$ cat config.mk
export PLATFORM = sky130hd
export DESIGN_NAME = btn_debounce
export DESIGN_NICKNAME = d
export VERILOG_FILES = /design/src/rtl/btn_pkg.sv /design/src/rtl/btn_sync.sv /design/src/rtl/btn_debounce.sv
export SDC_FILE = /design/constraint.sdc
export NUM_CORES = 1
export LEC_CHECK = 0
export ABC_CLOCK_PERIOD_IN_PS = 1870
export CORE_AREA = 2 2 90 66
export CTS_BUF_LIST = sky130_fd_sc_hd__clkbuf_16
export DETAILED_ROUTE_END_ITERATION = 16
export DIE_AREA = 0 0 92 68
export PLACE_DENSITY_LB_ADDON = 0.25
export SLEW_MARGIN = 20
export SYNTH_ARGS = -nofsm -noshare
export SYNTH_HDL_FRONTEND = slang
export SYNTH_SLANG_ARGS = --single-unit
$ cat constraint.sdc
create_clock -name clk -period 1.87 [get_ports clk]
set_input_delay 0.374 -clock clk [delete_from_list [all_inputs] [get_ports clk]]
set_output_delay 0.374 -clock clk [all_outputs]
set_load 0.03 [all_outputs]
$ cat src/rtl/btn_pkg.sv
// Shared types and constants for push-button conditioning.
// Timing helper converts milliseconds to clk cycles at the board clock rate.
package btn_pkg;

    typedef enum logic [1:0] {
        IDLE,
        PRESS_WAIT,
        PRESSED,
        RELEASE_WAIT
    } btn_state_t;

    localparam int CLK_HZ = 100_000_000;

    function automatic int ms_to_cycles(input int ms);
        return (CLK_HZ / 1000) * ms;
    endfunction

endpackage

$ cat src/rtl/btn_sync.sv
// N-flop synchroniser for an asynchronous single-bit input, reset to RST_VAL.
// Latency: N clk cycles. No backpressure.
// The first flop may go metastable; only the last stage is exported.
module btn_sync #(
    parameter int N       = 2,
    parameter bit RST_VAL = 1'b0
) (
    input  logic clk,
    input  logic n_rst,
    input  logic din,
    output logic dout
);

    logic [N-1:0] chain;

    always_ff @(posedge clk or negedge n_rst) begin
        if (!n_rst) begin
            chain <= {N{RST_VAL}};
        end else begin
            chain <= {chain[N-2:0], din};
        end
    end

    assign dout = chain[N-1];

endmodule

$ cat src/rtl/btn_debounce.sv
// Push-button synchroniser + debouncer; clean level plus one-cycle press/release strobes.
// Latency: DEBOUNCE_CYCLES+3 clk from a steady pin change to the strobe. No backpressure.
// Optional auto-repeat of press_pulse while held: define BTN_REPEAT_EN.
module btn_debounce
    import btn_pkg::*;
#(
    parameter int DEBOUNCE_CYCLES = ms_to_cycles(10),
    parameter bit BTN_ACTIVE_LOW  = 1'b1,
    parameter int REPEAT_DELAY    = ms_to_cycles(500),
    parameter int REPEAT_PERIOD   = ms_to_cycles(100)
) (
    input  logic clk,
    input  logic n_rst,
    input  logic btn_raw,
    output logic btn_level,
    output logic press_pulse,
    output logic release_pulse
);

    if (DEBOUNCE_CYCLES < 2) begin : g_bad_debounce
        $error("btn_debounce: DEBOUNCE_CYCLES must be at least 2");
    end
    if (REPEAT_DELAY < 1 || REPEAT_PERIOD < 1) begin : g_bad_repeat
        $error("btn_debounce: REPEAT_DELAY and REPEAT_PERIOD must be at least 1");
    end

    localparam int CW = $clog2(DEBOUNCE_CYCLES + 1);
    localparam logic [CW-1:0] CNT_LAST = CW'(DEBOUNCE_CYCLES - 1);

    logic       sync_out;
    logic       pressed;
    btn_state_t state_q, state_d;
    logic [CW-1:0] cnt_q, cnt_d;
    logic       level_d, press_d, release_d;

    btn_sync #(
        .N       (2),
        .RST_VAL (BTN_ACTIVE_LOW)
    ) u_sync (
        .clk   (clk),
        .n_rst (n_rst),
        .din   (btn_raw),
        .dout  (sync_out)
    );

    assign pressed = sync_out ^ BTN_ACTIVE_LOW;

`ifdef BTN_REPEAT_EN
    localparam int RPT_MAX = (REPEAT_DELAY > REPEAT_PERIOD) ? REPEAT_DELAY : REPEAT_PERIOD;
    localparam int RW      = $clog2(RPT_MAX + 1);
    localparam logic [RW-1:0] DELAY_LAST  = RW'(REPEAT_DELAY - 1);
    localparam logic [RW-1:0] PERIOD_LAST = RW'(REPEAT_PERIOD - 1);

    logic [RW-1:0] rpt_cnt_q, rpt_cnt_d;
    logic          rpt_armed_q, rpt_armed_d;

    always_ff @(posedge clk or negedge n_rst) begin
        if (!n_rst) begin
            rpt_cnt_q   <= '0;
            rpt_armed_q <= 1'b0;
        end else begin
            rpt_cnt_q   <= rpt_cnt_d;
            rpt_armed_q <= rpt_armed_d;
        end
    end
`endif

    always_comb begin
        state_d   = state_q;
        cnt_d     = cnt_q;
        level_d   = btn_level;
        press_d   = 1'b0;
        release_d = 1'b0;
        unique case (state_q)
            IDLE: begin
                if (pressed) begin
                    state_d = PRESS_WAIT;
                    cnt_d   = '0;
                end
            end
            PRESS_WAIT: begin
                if (!pressed) begin
                    state_d = IDLE;
                end else if (cnt_q == CNT_LAST) begin
                    state_d = PRESSED;
                    level_d = 1'b1;
                    press_d = 1'b1;
                end else begin
                    cnt_d = cnt_q + CW'(1);
                end
            end
            PRESSED: begin
                if (!pressed) begin
                    state_d = RELEASE_WAIT;
                    cnt_d   = '0;
                end
            end
            RELEASE_WAIT: begin
                if (pressed) begin
                    state_d = PRESSED;
                end else if (cnt_q == CNT_LAST) begin
                    state_d   = IDLE;
                    level_d   = 1'b0;
                    release_d = 1'b1;
                end else begin
                    cnt_d = cnt_q + CW'(1);
                end
            end
            default: state_d = IDLE;
        endcase

`ifdef BTN_REPEAT_EN
        // Held at zero outside PRESSED, so every (re)entry restarts the initial delay.
        rpt_cnt_d   = rpt_cnt_q;
        rpt_armed_d = rpt_armed_q;
        if (state_q != PRESSED) begin
            rpt_cnt_d   = '0;
            rpt_armed_d = 1'b0;
        end else if (pressed) begin
            if (rpt_cnt_q == (rpt_armed_q ? PERIOD_LAST : DELAY_LAST)) begin
                press_d     = 1'b1;
                rpt_cnt_d   = '0;
                rpt_armed_d = 1'b1;
            end else begin
                rpt_cnt_d = rpt_cnt_q + RW'(1);
            end
        end
`endif
    end

    always_ff @(posedge clk or negedge n_rst) begin
        if (!n_rst) begin
            state_q       <= IDLE;
            cnt_q         <= '0;
            btn_level     <= 1'b0;
            press_pulse   <= 1'b0;
            release_pulse <= 1'b0;
        end else begin
            state_q       <= state_d;
            cnt_q         <= cnt_d;
            btn_level     <= level_d;
            press_pulse   <= press_d;
            release_pulse <= release_d;
        end
    end

endmodule

### Sizing map, run 1

(4 px per µm)
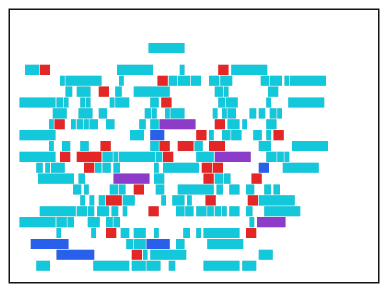
- blue: drive 2 (cells 5; share 2.5%; most used dfstp_2)
- red: drive 3 to 4 (cells 29; share 15%; most used buf_4)
- cyan: drive 1 or less (cells 161; share 81%; most used dfrtp_1)
- purple: drive 6 and up (cells 4; share 2.0%; most used clkbuf_16)

### I/O nets highlighted, run 1

(4 px per µm)
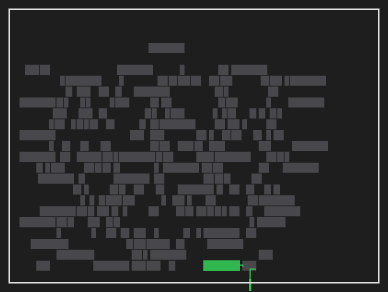
- green: press_pulse (direction output; edge bottom; end cells 1; buffers 1; wire 5.50 µm)

==> flow_metrics.py, run 1 <==
# Metrics from the implementation run
metrics = {
    "cts": {
        "cts_resized": 0,
        "cts_buffers": 3,
        "post_cts_buffers": 0,
        "clk_latency_ns": 0.26,
    },
    "global_routing": {
        "grt_max_degree": 38,
        "grt_pass1_wl_um": 6975,
    },
    "setup_path": {
        "worstPathCellList": "ha_1 > nand3_1 > or4_4 > or4_1 > nand3_1",
        "cp_slowest_cell": "or4_4",
        "crit_path_start_kind": "flip-flop",
    },
    "final_layout": {
        "layout-drive-gt1-share_pct": 19.10,
        "final_nets": 204,
        "n_antenna_cell": 0,
    },
    "floorplanning": {
        "ios": 6,
        "fp_util_pct": 28.42,
    },
    "timing": {
        "relSlewSlack_pct": 69.05,
    },
    "synthesis": {
        "ys_area_mm2": 0.001554,
    },
    "route": {
        "wl_um": 3872,
        "drc": 0,
        "vias": 1427,
        "viasPerCell": 5.208,
        "ant_nets": 0,
    },
    "placed_design": {
        "portBuffers": 5,
    },
    "outcome": {
        "outcome": "finished, final reports clean",
    },
    "power_and_ir_drop": {
        "p_sw_share_pct": 22.86,
    },
}
### Placement view, run 1

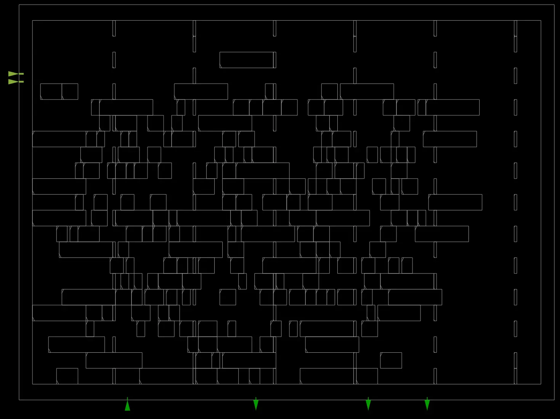
FP Rows: 23
fraction of area in registers: 34.72%

==> run 1: kinds of logic after synthesis <==
| group | share of synthesized area (%) |
|---|---|
| DFF | 43.64 |
| buffers and inverters | 4.831 |
| adders and majority gates | 0.8050 |
| AOI/OAI and AO/OA | 18.20 |
| xor gates and xnor gates | 1.127 |
| muxes | 4.509 |
| and+or+nand+nor | 26.89 |
==> run 1: power groups by stage <==
stage	clock, µW	sequential [µW]	combinational (µW)
2_1_floorplan	0	619	42.3
3_3_place_gp	0	616	101
3_5_place_dp	0	616	102
4_1_cts	517	604	102
5_1_grt	543	607	112
6_report	494	605	100
==> run 1: layer usage <==
| metal | track usage [%] | wire (µm) |
|---|---|---|
| met5 | 0 | 0 |
| met4 | 2.799 | 27 |
| met3 | 2.974 | 166 |
| met2 | 20.40 | 1524 |
| met1 | 22.06 | 2153 |
==> run 1: how the worst max path moves through the flow <==
stage | cells after the start | slack, ns | end
after CTS | 4 | 0.05 | cnt_q[19]
after detailed placement | 5 | 0.08 | cnt_q[18]
after global routing | 4 | 0.009 | cnt_q[18]
final | 5 | 0.09 | cnt_q[18]
after floorplan | 5 | 0.05 | cnt_q[18]
after global placement | 5 | 0.11 | cnt_q[18]
==> run 1: worst reg2reg max path, cell delays in order (launching register included) <==
cell	delay, ns
dfrtp_1	0.35
ha_1	0.17
nand3_1	0.11
or4_4	0.52
or4_1	0.47
nand3_1	0.09
==> run 1: flip-flops by register name, summed over array words and instances (netlist names), named ones only <==
signal	cells
cnt_q	20
btn_level	1
press_pulse	1
u_sync.chain	2
state_q	1
release_pulse	1
==> run 1: cell type report <==
type	count	area [µm²]
repair buffers	31	257.7
fillers	586	3515
flip-flops and latches	27	678.2
multi-input cells	130	818.3
well taps	75	93.84
clock inverters	1	3.754
inverters	7	26.28
clock buffers	3	75.07
### Met1 routing, run 1

(6 px per µm) Supply wires on this layer in gray. Cells faint in the background.
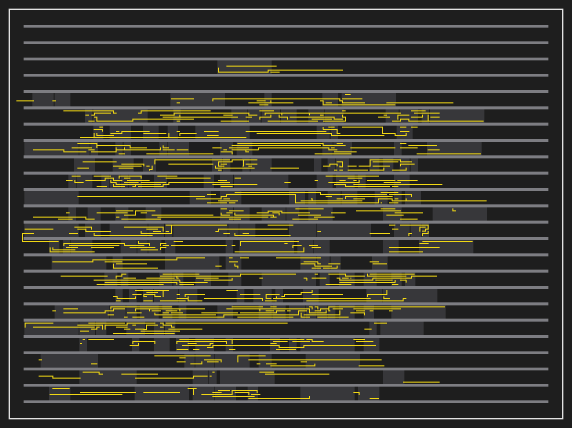

==> run 1 -> run 2 <==
--- a/config.mk
+++ b/config.mk
@@ -7,10 +7,9 @@
 export LEC_CHECK = 0
 export ABC_CLOCK_PERIOD_IN_PS = 1870
 export CORE_AREA = 2 2 90 66
-export CTS_BUF_LIST = sky130_fd_sc_hd__clkbuf_16
 export DETAILED_ROUTE_END_ITERATION = 16
 export DIE_AREA = 0 0 92 68
-export PLACE_DENSITY_LB_ADDON = 0.25
+export PLACE_DENSITY_LB_ADDON = 0.3
 export SLEW_MARGIN = 20
 export SYNTH_ARGS = -nofsm -noshare
 export SYNTH_HDL_FRONTEND = slang
### Met1 routing, run 2

(6 px per µm) Supply wires on this layer in gray. Cells faint in the background.
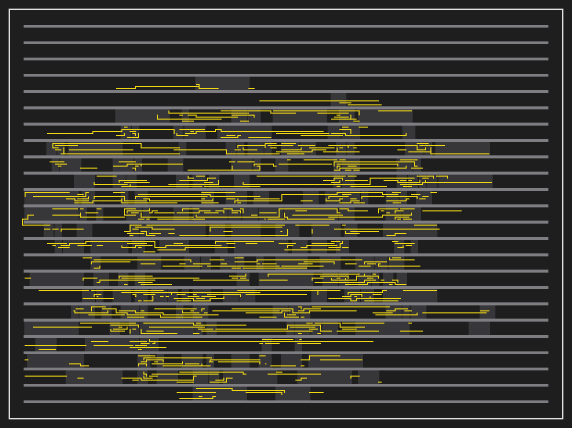
- share of all routed wire: 57%
- nets with wire on the layer: 195
- main direction: horizontal
- wire length on this layer: 2220 µm

==> run 2 against run 1 <==
  * Synthesized cell count unchanged
  * Via count increased by 0.14%
  * First-iteration DRC count decreased by 2.8%
  * Design area fell by 1.9%
  * Die area unchanged
  * Critical path depth unchanged
  * Setup slack worse by 0.017 ns
  * Count of clock-buffer cells in the layout did not move
  * Routed wire length up 1.2%
  * Clock power shrank 27%
  * Fmax is 0.96% lower
  * Total power is 11% lower
  * Critical path type unchanged
  * Largest power group unchanged
==> flow_metrics.py, run 2 <==
# Metrics from the implementation run
metrics = {
    "final_layout": {
        "n_antenna_cell": 0,
        "top_register": "cnt_q",
        "top_regs": "cnt_q x20, u_sync.chain x2",
        "layout-drive-gt1-share_pct": 20.71,
        "fill_cells": 573,
        "largest_reg_flops": 20,
        "final_nets": 203,
    },
    "floorplanning": {
        "rows": 23,
        "fp_util_pct": 28.42,
        "chipArea_mm2": 0.006256,
        "core_mm2": 0.005468,
        "ios": 6,
    },
    "route": {
        "wl_um": 3920,
        "first_iter_violations": 69,
        "drc": 0,
        "viasPerCell": 5.234,
        "ant_nets": 0,
        "vias": 1429,
    },
    "min_path": {
        "hold_class": "reg -> reg",
    },
    "power_and_ir_drop": {
        "p_sw_share_pct": 26.14,
        "top_power_group": "registers",
        "pg_comb_uw": 100,
        "clk-power_uw": 361,
        "sequentialPower_uw": 605,
    },
    "setup_path": {
        "endpoint": "cnt_q[18]",
        "crit_path_start_kind": "flip-flop",
    },
    "placed_design": {
        "portBuffers": 5,
        "pre_cts_slack_ns": 0.04911,
        "dp.cells": 268,
    },
    "timing": {
        "whs_ns": 0.3622,
        "relSlewSlack_pct": 72.99,
        "min_period_ns": 1.795,
    },
    "synthesis": {
        "ys_area_mm2": 0.001554,
    },
    "global_routing": {
        "grt_pass1_wl_um": 6637,
        "grt-ovfl-total": 0,
        "grt_max_degree": 28,
        "grt_pass1_vias": 1272,
    },
    "cts": {
        "clk_latency_ns": 0.28,
        "cts_buffers": 3,
    },
    "outcome": {
        "outcome": "finished, final reports clean",
    },
}
### I/O nets highlighted, run 2

(4 px per µm)
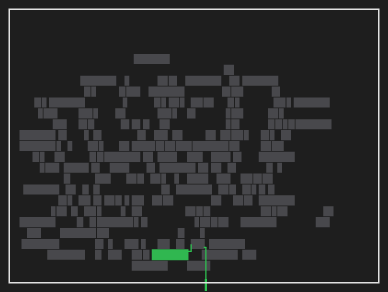
- green: press_pulse (direction output; edge bottom; end cells 1; buffers 1; wire 11.4 µm)

run 2: cell counts after synthesis:
Identical to the previous run, type by type.
run 2: layout make-up:
cell class              instances  area, µm²  area share (%)
well taps                      75      93.84           4.896
multi-input cells             130      832.0           43.41
inverters                       7      26.28           1.371
clock inverters                 1      7.507          0.3916
flip-flops and latches         27      678.2           35.38
clock buffers                   3      41.29           2.154
repair buffers                 30      237.7           12.40
run 2: timing repair:
item,4_1_cts,5_1_grt
buffers inserted,0,1
hold buffers,0,0
setup endpoints to repair,0,13
gates resized,0,6
run 2: worst min-delay path by stage:
stage / start / to / slack [ns]
final: u_sync.chain[0] / u_sync.chain[1] / 0.36
after CTS: u_sync.chain[0] / u_sync.chain[1] / 0.36
after detailed placement: u_sync.chain[0] / u_sync.chain[1] / 0.35
after floorplan: n_rst / asynchronous set/reset pin / 0.08
after global placement: u_sync.chain[0] / u_sync.chain[1] / 0.35
after global routing: u_sync.chain[0] / u_sync.chain[1] / 0.37
run 2: worst max-delay path: stages (launching register included):
cell and delay (ns):
dfrtp_1 0.37, ha_2 0.20, nand3_2 0.09, or4_4 0.52, or4_1 0.48, nand3_1 0.08
run 2: kinds of logic (layout without fill, tap and decap cells):
group	Yosys count	in the layout	synth area share [%]
flip-flops	27	27	43.64
adder cells (fa/ha/maj)	1	1	0.8050
multiplexers	7	7	4.509
XOR/XNOR	2	2	1.127
AND-OR/OR-AND	42	42	18.20
AND/OR/NAND/NOR	78	78	26.89
buffers and inverters	19	41	4.831
run 2: routing by layer:
layer / vias to the layer above / global-route usage [%] / wire [µm]
met5: - / 0 / 0
met4: 0 / 1.679 / 18
met3: 2 / 3.084 / 146
met2: 25 / 19.67 / 1539
met1: 694 / 20.89 / 2215
li1: 708 / - / -
### Placement view, run 2

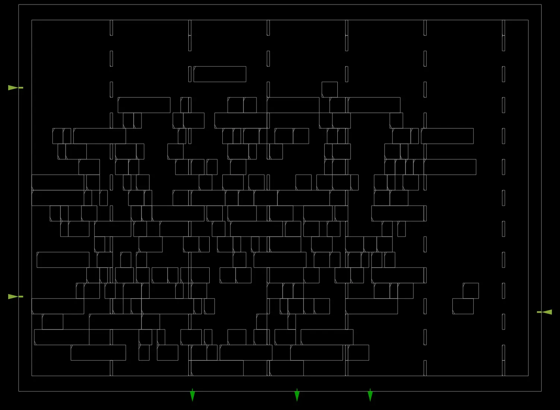

==> run 2 -> run 3 <==
--- a/config.mk
+++ b/config.mk
@@ -5,7 +5,7 @@
 export SDC_FILE = /design/constraint.sdc
 export NUM_CORES = 1
 export LEC_CHECK = 0
-export ABC_CLOCK_PERIOD_IN_PS = 1870
+export ABC_CLOCK_PERIOD_IN_PS = 2150
 export CORE_AREA = 2 2 90 66
 export DETAILED_ROUTE_END_ITERATION = 16
 export DIE_AREA = 0 0 92 68
==> constraint.sdc (replaced) <==
create_clock -name clk -period 2.15 [get_ports clk]
set_input_delay 0.43 -clock clk [delete_from_list [all_inputs] [get_ports clk]]
set_output_delay 0.43 -clock clk [all_outputs]
set_load 0.03 [all_outputs]
### Placement view, run 3

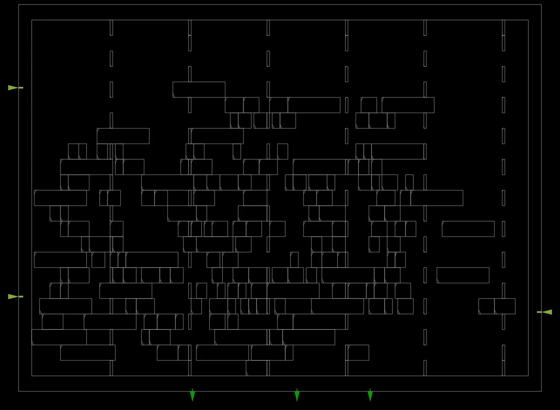
n_taps: 75
fraction of area in registers: 37.98%
fin cells: 259

==> run 3 against run 2 <==
  * Core utilization fell by 2.4 points
  * Hold slack worse by 0.00089 ns
  * Combinational power down 32%
  * Via count decreased by 4.8%
  * First-iteration DRC count grew 43%
  * Die area stayed put
  * Clock skew down 0.0022 ns
  * Largest power group unchanged
  * Sequential share of layout area increased by 2.6 points
  * Clock power shrank 19%
  * Flip-flop count is the same
==> flow_metrics.py, run 3 <==
# Metrics from the implementation run
metrics = {
    "final_layout": {
        "largest_reg_flops": 20,
        "n_antenna_cell": 0,
        "top_register": "cnt_q",
        "final_nets": 189,
        "layout-drive-gt1-share_pct": 11.41,
    },
    "min_path": {
        "hold_class": "reg -> reg",
    },
    "global_routing": {
        "grt_max_degree": 28,
        "grt_pass1_wl_um": 6520,
    },
    "route": {
        "first_iter_violations": 99,
        "ant_nets": 0,
        "viasPerCell": 5.251,
        "wl_um": 3651,
        "drc": 0,
    },
    "cts": {
        "cts_buffers": 3,
        "holdBufCountCts": 0,
        "cts_resized": 0,
    },
    "placed_design": {
        "portBuffers": 5,
    },
    "setup_path": {
        "max_stage_delay_ns": 0.56,
        "endpoint": "cnt_q[18]",
        "crit_path_start_kind": "flip-flop",
        "worstPathCellList": "ha_1 > nand3_1 > or4_4 > or4_1 > nand3_1",
    },
    "power_and_ir_drop": {
        "p_sw_share_pct": 24.57,
        "clk-power_uw": 293,
        "sequentialPower_uw": 532,
    },
    "floorplanning": {
        "ios": 6,
        "rows": 23,
    },
    "timing": {
        "min_period_ns": 1.996,
    },
    "synthesis": {
        "ys_area_mm2": 0.001554,
    },
    "outcome": {
        "outcome": "finished, final reports clean",
    },
}
### Met1 routing, run 3

(6 px per µm) Supply wires on this layer in gray. Cells faint in the background.
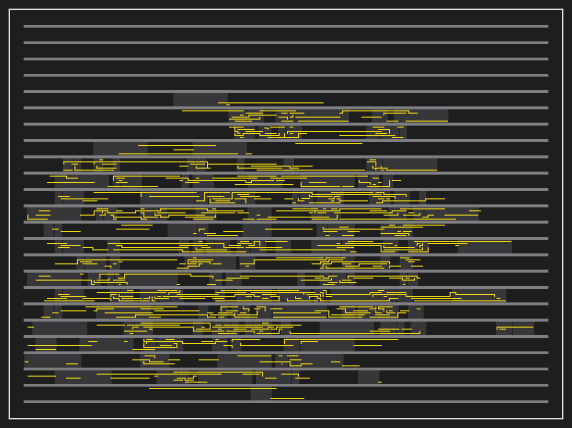
- longest straight run: 23.9 µm
- share of all routed wire: 55%
- main direction: horizontal
- nets with wire on the layer: 176
- wire length on this layer: 2020 µm

-- run 3: cell counts after synthesis --
Identical to the previous run, type by type.
-- run 3: layout make-up --
class,count,area [µm²]
multi-input cells,130,808.3
clock buffers,3,41.29
inverters,7,26.28
clock inverters,1,5.005
repair buffers,16,132.6
well taps,75,93.84
fillers,585,3682
flip-flops and latches,27,678.2
-- run 3: critical path: cells and delay by family, from the launching register on --
| family | cells | cell delay, ns |
|---|---|---|
| adder cells (fa/ha/maj) | 1 | 0.23 |
| flip-flops | 1 | 0.44 |
| AND/OR/NAND/NOR | 4 | 1.27 |
-- run 3: per-layer routing --
metal / global-route usage [%] / share of wire (%) / vias up
li1: - / - / 684
met3: 2.974 / 3.8 / 2
met5: 0 / 0 / -
met2: 20.04 / 40 / 23
met4: 1.679 / 0.49 / 0
met1: 19.45 / 55 / 651
-- run 3: worst min-delay path by stage --
stage / startpoint / endpoint / cells after the start
floorplan: n_rst / asynchronous set/reset pin / 0
global placement: u_sync.chain[0] / u_sync.chain[1] / 0
detailed placement: u_sync.chain[0] / u_sync.chain[1] / 0
CTS: u_sync.chain[0] / u_sync.chain[1] / 0
global route: u_sync.chain[0] / u_sync.chain[1] / 0
finish: u_sync.chain[0] / u_sync.chain[1] / 0
-- run 3: cell families (layout without fill, tap and decap cells) --
family                   Yosys count  after routing  share of synthesized area (%)
adder cells (fa/ha/maj)            1              1                         0.8050
flip-flops                        27             27                          43.64
AND-OR/OR-AND                     42             42                          18.20
multiplexers                       7              7                          4.509
AND/OR/NAND/NOR                   78             78                          26.89
XOR/XNOR                           2              2                          1.127
buffers and inverters             19             27                          4.831
-- run 3: through the flow --
step,hold slack [ns],instances
final,0.3613,259
after global routing,0.3699,259
after CTS,0.3635,259
after detailed placement,0.3482,255
after global placement,0.3483,255
after floorplan,0.1344,176
Power is estimated from default activity; no workload was simulated.
